**src/rtl/e1_rx_buf_pack_if.sv**
```systemverilog
// RX-buffer byte stream and frame-memory write port of e1_rx_buf_pack.
// master = surrounding system (E1 core + arbiter), slave = the packer.
interface e1_rx_buf_pack_if #(
    parameter int unsigned MFW = 7
);
    logic [7:0]     buf_rx_data;
    logic [4:0]     buf_rx_ts;
    logic [3:0]     buf_rx_frame;
    logic [MFW-1:0] buf_rx_mf;
    logic           buf_rx_we;
    logic           buf_rx_rdy;

    logic [MFW+6:0] mem_addr;
    logic [31:0]    mem_wdata;
    logic [3:0]     mem_be;
    logic           mem_req;
    logic           mem_ack;

    modport master (
        output buf_rx_data, buf_rx_ts, buf_rx_frame, buf_rx_mf, buf_rx_we,
        input  buf_rx_rdy,
        input  mem_addr, mem_wdata, mem_be, mem_req,
        output mem_ack
    );

    modport slave (
        input  buf_rx_data, buf_rx_ts, buf_rx_frame, buf_rx_mf, buf_rx_we,
        output buf_rx_rdy,
        output mem_addr, mem_wdata, mem_be, mem_req,
        input  mem_ack
    );
endinterface

```
**src/rtl/e1_rx_buf_pack.sv**
```systemverilog
// Packs E1 RX timeslot bytes into 32-bit words with byte enables and queues
// them in a 2-entry FIFO towards a req/ack frame-memory write port.
module e1_rx_buf_pack #(
    parameter int unsigned MFW = 7
) (
    input  logic              clk,
    input  logic              rst_n,
    e1_rx_buf_pack_if.slave   bus,
    input  logic              stat_clr,
    output logic              stat_ovf,
    output logic              stat_misalign
);
    localparam int unsigned AW = MFW + 7;

    logic [31:0]   acc_data_q, acc_data_d;
    logic [3:0]    acc_mask_q, acc_mask_d;
    logic [AW-1:0] acc_tag_q, acc_tag_d;

    logic [AW-1:0] fifo_addr_q [2];
    logic [31:0]   fifo_data_q [2];
    logic [3:0]    fifo_be_q   [2];
    logic          rd_ptr_q, wr_ptr_q;
    logic [1:0]    level_q, level_d;

    logic          ovf_q, ovf_d, mis_q, mis_d;

    logic          rdy, accept, push, pop, misalign_hit;
    logic [1:0]    lane;
    logic [AW-1:0] word_addr;
    logic [31:0]   merged_data;
    logic [3:0]    merged_mask;

    assign rdy          = (level_q != 2'd2);
    assign accept       = bus.buf_rx_we & rdy;
    assign lane         = bus.buf_rx_ts[1:0];
    assign word_addr    = {bus.buf_rx_mf, bus.buf_rx_frame, bus.buf_rx_ts[4:2]};
    assign misalign_hit = accept && (acc_mask_q != '0) && (acc_tag_q != word_addr);
    assign push         = accept && (lane == 2'd3);
    assign pop          = (level_q != 2'd0) && bus.mem_ack;

    // Lanes outside the mask keep stale data; they leave only as don't-care bytes.
    always_comb begin
        merged_data = acc_data_q;
        merged_data[{lane, 3'b000} +: 8] = bus.buf_rx_data;
        merged_mask = (misalign_hit ? 4'b0000 : acc_mask_q) | (4'b0001 << lane);
    end

    always_comb begin
        acc_data_d = acc_data_q;
        acc_mask_d = acc_mask_q;
        acc_tag_d  = acc_tag_q;
        if (accept) begin
            acc_data_d = merged_data;
            acc_tag_d  = word_addr;
            acc_mask_d = push ? 4'b0000 : merged_mask;
        end
    end

    always_comb begin
        level_d = level_q;
        case ({push, pop})
            2'b10:   level_d = level_q + 2'd1;
            2'b01:   level_d = level_q - 2'd1;
            default: level_d = level_q;
        endcase
    end

    // A set event in the same cycle as stat_clr takes priority.
    assign ovf_d = (bus.buf_rx_we & ~rdy) | (ovf_q & ~stat_clr);
    assign mis_d = misalign_hit | (mis_q & ~stat_clr);

    always_ff @(posedge clk or negedge rst_n) begin
        if (!rst_n) begin
            acc_data_q <= '0;
            acc_mask_q <= '0;
            acc_tag_q  <= '0;
            ovf_q      <= 1'b0;
            mis_q      <= 1'b0;
        end else begin
            acc_data_q <= acc_data_d;
            acc_mask_q <= acc_mask_d;
            acc_tag_q  <= acc_tag_d;
            ovf_q      <= ovf_d;
            mis_q      <= mis_d;
        end
    end

    always_ff @(posedge clk or negedge rst_n) begin
        if (!rst_n) begin
            for (int unsigned i = 0; i < 2; i++) begin
                fifo_addr_q[i] <= '0;
                fifo_data_q[i] <= '0;
                fifo_be_q[i]   <= '0;
            end
            rd_ptr_q <= 1'b0;
            wr_ptr_q <= 1'b0;
            level_q  <= '0;
        end else begin
            if (push) begin
                fifo_addr_q[wr_ptr_q] <= word_addr;
                fifo_data_q[wr_ptr_q] <= merged_data;
                fifo_be_q[wr_ptr_q]   <= merged_mask;
                wr_ptr_q              <= ~wr_ptr_q;
            end
            if (pop) begin
                rd_ptr_q <= ~rd_ptr_q;
            end
            level_q <= level_d;
        end
    end

    assign bus.buf_rx_rdy = rdy;
    assign bus.mem_req    = (level_q != 2'd0);
    assign bus.mem_addr   = fifo_addr_q[rd_ptr_q];
    assign bus.mem_wdata  = fifo_data_q[rd_ptr_q];
    assign bus.mem_be     = fifo_be_q[rd_ptr_q];
    assign stat_ovf       = ovf_q;
    assign stat_misalign  = mis_q;
endmodule
```
**src/flat_wrapper.sv**
```systemverilog
// flat-port wrapper written by rule: the top's interface ports become plain ports
module e1_rx_buf_pack_flat 
#(
    parameter int unsigned MFW = 7
)
  (clk, rst_n, stat_clr, stat_ovf, stat_misalign, bus_buf_rx_data, bus_buf_rx_ts, bus_buf_rx_frame, bus_buf_rx_mf, bus_buf_rx_we, bus_buf_rx_rdy, bus_mem_addr, bus_mem_wdata, bus_mem_be, bus_mem_req, bus_mem_ack);
  e1_rx_buf_pack_if #(.MFW(MFW)) bus_i ();
  input  logic clk;
  input  logic rst_n;
  input  logic stat_clr;
  output logic stat_ovf;
  output logic stat_misalign;
  input wire logic [$bits(bus_i.buf_rx_data)-1:0] bus_buf_rx_data;
  input wire logic [$bits(bus_i.buf_rx_ts)-1:0] bus_buf_rx_ts;
  input wire logic [$bits(bus_i.buf_rx_frame)-1:0] bus_buf_rx_frame;
  input wire logic [$bits(bus_i.buf_rx_mf)-1:0] bus_buf_rx_mf;
  input wire logic [$bits(bus_i.buf_rx_we)-1:0] bus_buf_rx_we;
  output wire logic [$bits(bus_i.buf_rx_rdy)-1:0] bus_buf_rx_rdy;
  output wire logic [$bits(bus_i.mem_addr)-1:0] bus_mem_addr;
  output wire logic [$bits(bus_i.mem_wdata)-1:0] bus_mem_wdata;
  output wire logic [$bits(bus_i.mem_be)-1:0] bus_mem_be;
  output wire logic [$bits(bus_i.mem_req)-1:0] bus_mem_req;
  input wire logic [$bits(bus_i.mem_ack)-1:0] bus_mem_ack;
  assign bus_i.buf_rx_data = bus_buf_rx_data;
  assign bus_i.buf_rx_ts = bus_buf_rx_ts;
  assign bus_i.buf_rx_frame = bus_buf_rx_frame;
  assign bus_i.buf_rx_mf = bus_buf_rx_mf;
  assign bus_i.buf_rx_we = bus_buf_rx_we;
  assign bus_buf_rx_rdy = bus_i.buf_rx_rdy;
  assign bus_mem_addr = bus_i.mem_addr;
  assign bus_mem_wdata = bus_i.mem_wdata;
  assign bus_mem_be = bus_i.mem_be;
  assign bus_mem_req = bus_i.mem_req;
  assign bus_i.mem_ack = bus_mem_ack;
  e1_rx_buf_pack #(.MFW(MFW)) u_core (.clk(clk), .rst_n(rst_n), .bus(bus_i), .stat_clr(stat_clr), .stat_ovf(stat_ovf), .stat_misalign(stat_misalign));
endmodule
```
**config.mk**
```make
export PLATFORM = sky130hd
export DESIGN_NAME = e1_rx_buf_pack_flat
export DESIGN_NICKNAME = d
export VERILOG_FILES = /design/src/rtl/e1_rx_buf_pack_if.sv /design/src/rtl/e1_rx_buf_pack.sv /design/src/flat_wrapper.sv
export SDC_FILE = /design/constraint.sdc
export NUM_CORES = 1
export LEC_CHECK = 0
export ABC_AREA = 1
export CORE_AREA = 2 2 118 120
export CTS_CLUSTER_DIAMETER = 50
export DETAILED_ROUTE_END_ITERATION = 12
export DIE_AREA = 0 0 120 122
export PLACE_DENSITY = 0.78
export SLEW_MARGIN = 5
export SYNTH_ARGS = -nofsm -noshare
export SYNTH_HDL_FRONTEND = slang
export SYNTH_SLANG_ARGS = --single-unit
```
**constraint.sdc**
```tcl
create_clock -name clk -period 1.65 [get_ports clk]
set_input_delay 0.33 -clock clk [delete_from_list [all_inputs] [get_ports clk]]
set_output_delay 0.33 -clock clk [all_outputs]
set_load 0.05 [all_outputs]
```
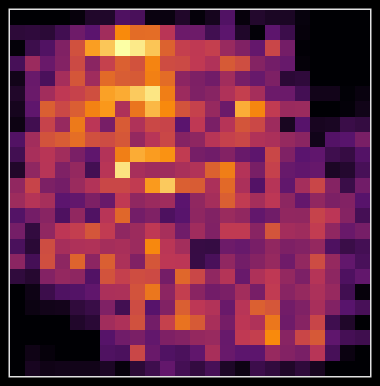
Fig. 1. Signal metal coverage by tile.
Scale: 3 px per um. 24 x 24 tiles, from black (low) to pale yellow (high), scaled to the fullest tile. Values are wire area over tile area, all layers added.
mean over tiles: 0.19
tiles over half the peak: 24%
fullest tile: 0.56
nearly empty tiles: 11%
aggregate routed wire length: 17.6 mm
gr usage total: 25.6%

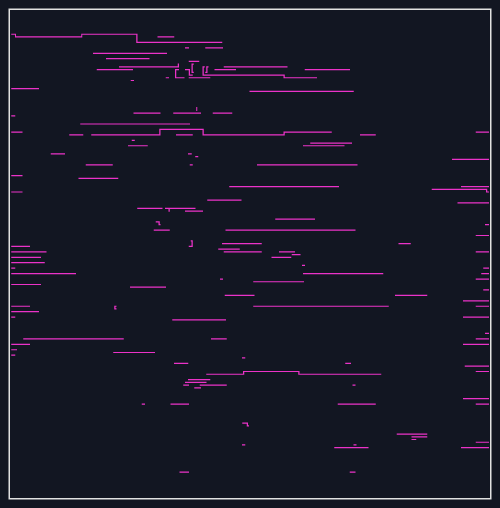
Fig. 2. M3 wires.
Scale: 4 px per um.
longest straight run: 33.6 um
nets with wire on the layer: 103
main direction: horizontal
wire length on this layer: 1000 um
GR Util met3: 5.85%
via count of the routed design: 6354

==> report_table.html <==
<h2>Synthesis and place &amp; route</h2>
<table>
<tr><th>Metric</th><th>Value</th></tr>
<tr><th colspan="2">Power</th></tr>
<tr><td>Portion of total power attributed to the clock network</td><td>17.9%</td></tr>
<tr><td>Sequential share of power</td><td>29.6%</td></tr>
<tr><td>Cell leakage power</td><td>4.98 nW</td></tr>
<tr><td>Max rail drop VDD</td><td>0.00136 V</td></tr>
<tr><td>Switching Share</td><td>42.3%</td></tr>
<tr><td>Power spent charging and discharging nets</td><td>9.03 mW</td></tr>
<tr><td>PD cells</td><td>2110 nW/um^2</td></tr>
<tr><th colspan="2">Worst setup path</th></tr>
<tr><td>Cell with the largest stage delay on the worst path</td><td>sky130_fd_sc_hd__dfrtp_2</td></tr>
<tr><td>Worst setup path startpoint</td><td>u_core.rd_ptr_q</td></tr>
<tr><td>Capturing instance or port of the critical path</td><td>bus_mem_wdata[31]</td></tr>
<tr><td>Critical path type</td><td>flop to output port</td></tr>
<tr><td>WP buf/inv</td><td>2</td></tr>
<tr><td>Series of cell instances along the critical path</td><td>buf_12 -&gt; o21ai_2 -&gt; buf_12</td></tr>
<tr><td>Critical path's largest stage delay</td><td>0.45 ns</td></tr>
<tr><td>Critical path capture point type</td><td>output port</td></tr>
<tr><td>Worst r2r path cells</td><td>10</td></tr>
<tr><td>Launch point of the worst reg-to-reg path</td><td>u_core.level_q[1]</td></tr>
<tr><th colspan="2">Yosys</th></tr>
<tr><td>Top_reg_cell synth</td><td>sky130_fd_sc_hd__dfrtp_1</td></tr>
<tr><td>Post-synthesis cell count from yosys</td><td>902</td></tr>
<tr><td>Synth unique cells</td><td>29</td></tr>
<tr><td>YS warnings</td><td>0</td></tr>
<tr><td>Share of the synthesized area in the top cell type</td><td>53.5%</td></tr>
<tr><td>Number of enable-type register cells in the synthesized netlist</td><td>0</td></tr>
<tr><td>Most area-consuming cells after synthesis</td><td>sky130_fd_sc_hd__dfrtp_1 54%, sky130_fd_sc_hd__nand2_1 19%, sky130_fd_sc_hd__o21ai_0 7.1%, sky130_fd_sc_hd__inv_1 5.6%, sky130_fd_sc_hd__o21ai_2 3.0%</td></tr>
<tr><td>Share of synthesized area occupied by flip-flops and latches</td><td>53.5%</td></tr>
<tr><td>Most area-hungry cell type in the Yosys netlist</td><td>sky130_fd_sc_hd__dfrtp_1</td></tr>
<tr><td>Asr flop ratio synth</td><td>100%</td></tr>
<tr><td>Simple-gate area share of the yosys netlist</td><td>21.5%</td></tr>
<tr><td>#FFs+latches synth</td><td>156</td></tr>
<tr><td>Most instantiated library cell after synthesis</td><td>sky130_fd_sc_hd__nand2_1</td></tr>
<tr><td>Ao+oa area frac</td><td>13.8%</td></tr>
<tr><td>Post-synth area from yosys stat</td><td>7290 um^2</td></tr>
<tr><th colspan="2">Layout</th></tr>
<tr><td>Clock-cell share of area</td><td>5.78%</td></tr>
<tr><td>Number of non-clock buffers</td><td>149</td></tr>
<tr><td>Share of post-route cells with drive strength above 1</td><td>25.0%</td></tr>
<tr><td>Total inserted antenna cells</td><td>0</td></tr>
<tr><td>Logic area</td><td>3050 um^2</td></tr>
<tr><td>Count of multi-input combinational gates</td><td>588</td></tr>
<tr><td>Largest registers</td><td>u_core.fifo_data_q x64, u_core.acc_data_q x32, u_core.fifo_addr_q x28</td></tr>
<tr><td>Number of clock buffers in the layout</td><td>18</td></tr>
<tr><td>Invs w/o clock</td><td>114</td></tr>
<tr><td>Non-clock buffer contribution to total cell area</td><td>18.9%</td></tr>
<tr><td>Most common logic cell in the routed design</td><td>sky130_fd_sc_hd__nand2_1</td></tr>
<tr><td>Flop count</td><td>156</td></tr>
<tr><td>Nets@finish</td><td>1064</td></tr>
<tr><td>Non-filler cells, final</td><td>1219</td></tr>
<tr><th colspan="2">Route</th></tr>
<tr><td>Post-detailed-route wirelength per cell</td><td>14.4 um</td></tr>
<tr><td>Avg Vias per Cell</td><td>5.21</td></tr>
<tr><td>Routed met3 length</td><td>999 um</td></tr>
<tr><td>Wire length on met2</td><td>8.61 mm</td></tr>
<tr><td>Top routing layer in use</td><td>met4</td></tr>
<tr><th colspan="2">CTS</th></tr>
<tr><td>CTS H-tree lvls</td><td>4</td></tr>
<tr><td>Post-CTS repair timing setup buffer count</td><td>2</td></tr>
<tr><td>Number of cells upsized or downsized after cts</td><td>46</td></tr>
<tr><td>CTS Buf Count</td><td>17</td></tr>
<tr><td>Total of hold buffers inserted after clock tree synthesis</td><td>1</td></tr>
<tr><th colspan="2">Place</th></tr>
<tr><td>Post-detailed-placement cell area</td><td>9270 um^2</td></tr>
<tr><td>Number of placed cells counting well taps</td><td>1184</td></tr>
<tr><th colspan="2">Floorplanning</th></tr>
<tr><td>Vertical die dimension</td><td>122 um</td></tr>
<tr><td>Number of top-level pins</td><td>83</td></tr>
<tr><td>Cell row count</td><td>43</td></tr>
<tr><td>Total number of tap cells</td><td>180</td></tr>
<tr><th colspan="2">Global route</th></tr>
<tr><td>Met1 Use GR</td><td>35.3%</td></tr>
<tr><td>Number of antenna violations at the first check in global routing</td><td>0</td></tr>
<tr><td>Largest net degree at the start of global routing</td><td>65</td></tr>
<tr><th colspan="2">Outcome</th></tr>
<tr><td>Violated checks</td><td>negative setup slack</td></tr>
<tr><td>Result of the run</td><td>finished, violations left</td></tr>
<tr><th colspan="2">Timing</th></tr>
<tr><td>Time the final worst path needs with I/O delays and setup</td><td>1.86 ns</td></tr>
<tr><td>Setup-failing EPs final</td><td>50</td></tr>
<tr><td>Largest clock skew in the final design</td><td>0.0103 ns</td></tr>
<tr><td>Post-route worst setup slack</td><td>-0.213 ns</td></tr>
</table>
No activity file was given, so power comes from the tool's default toggle rates.
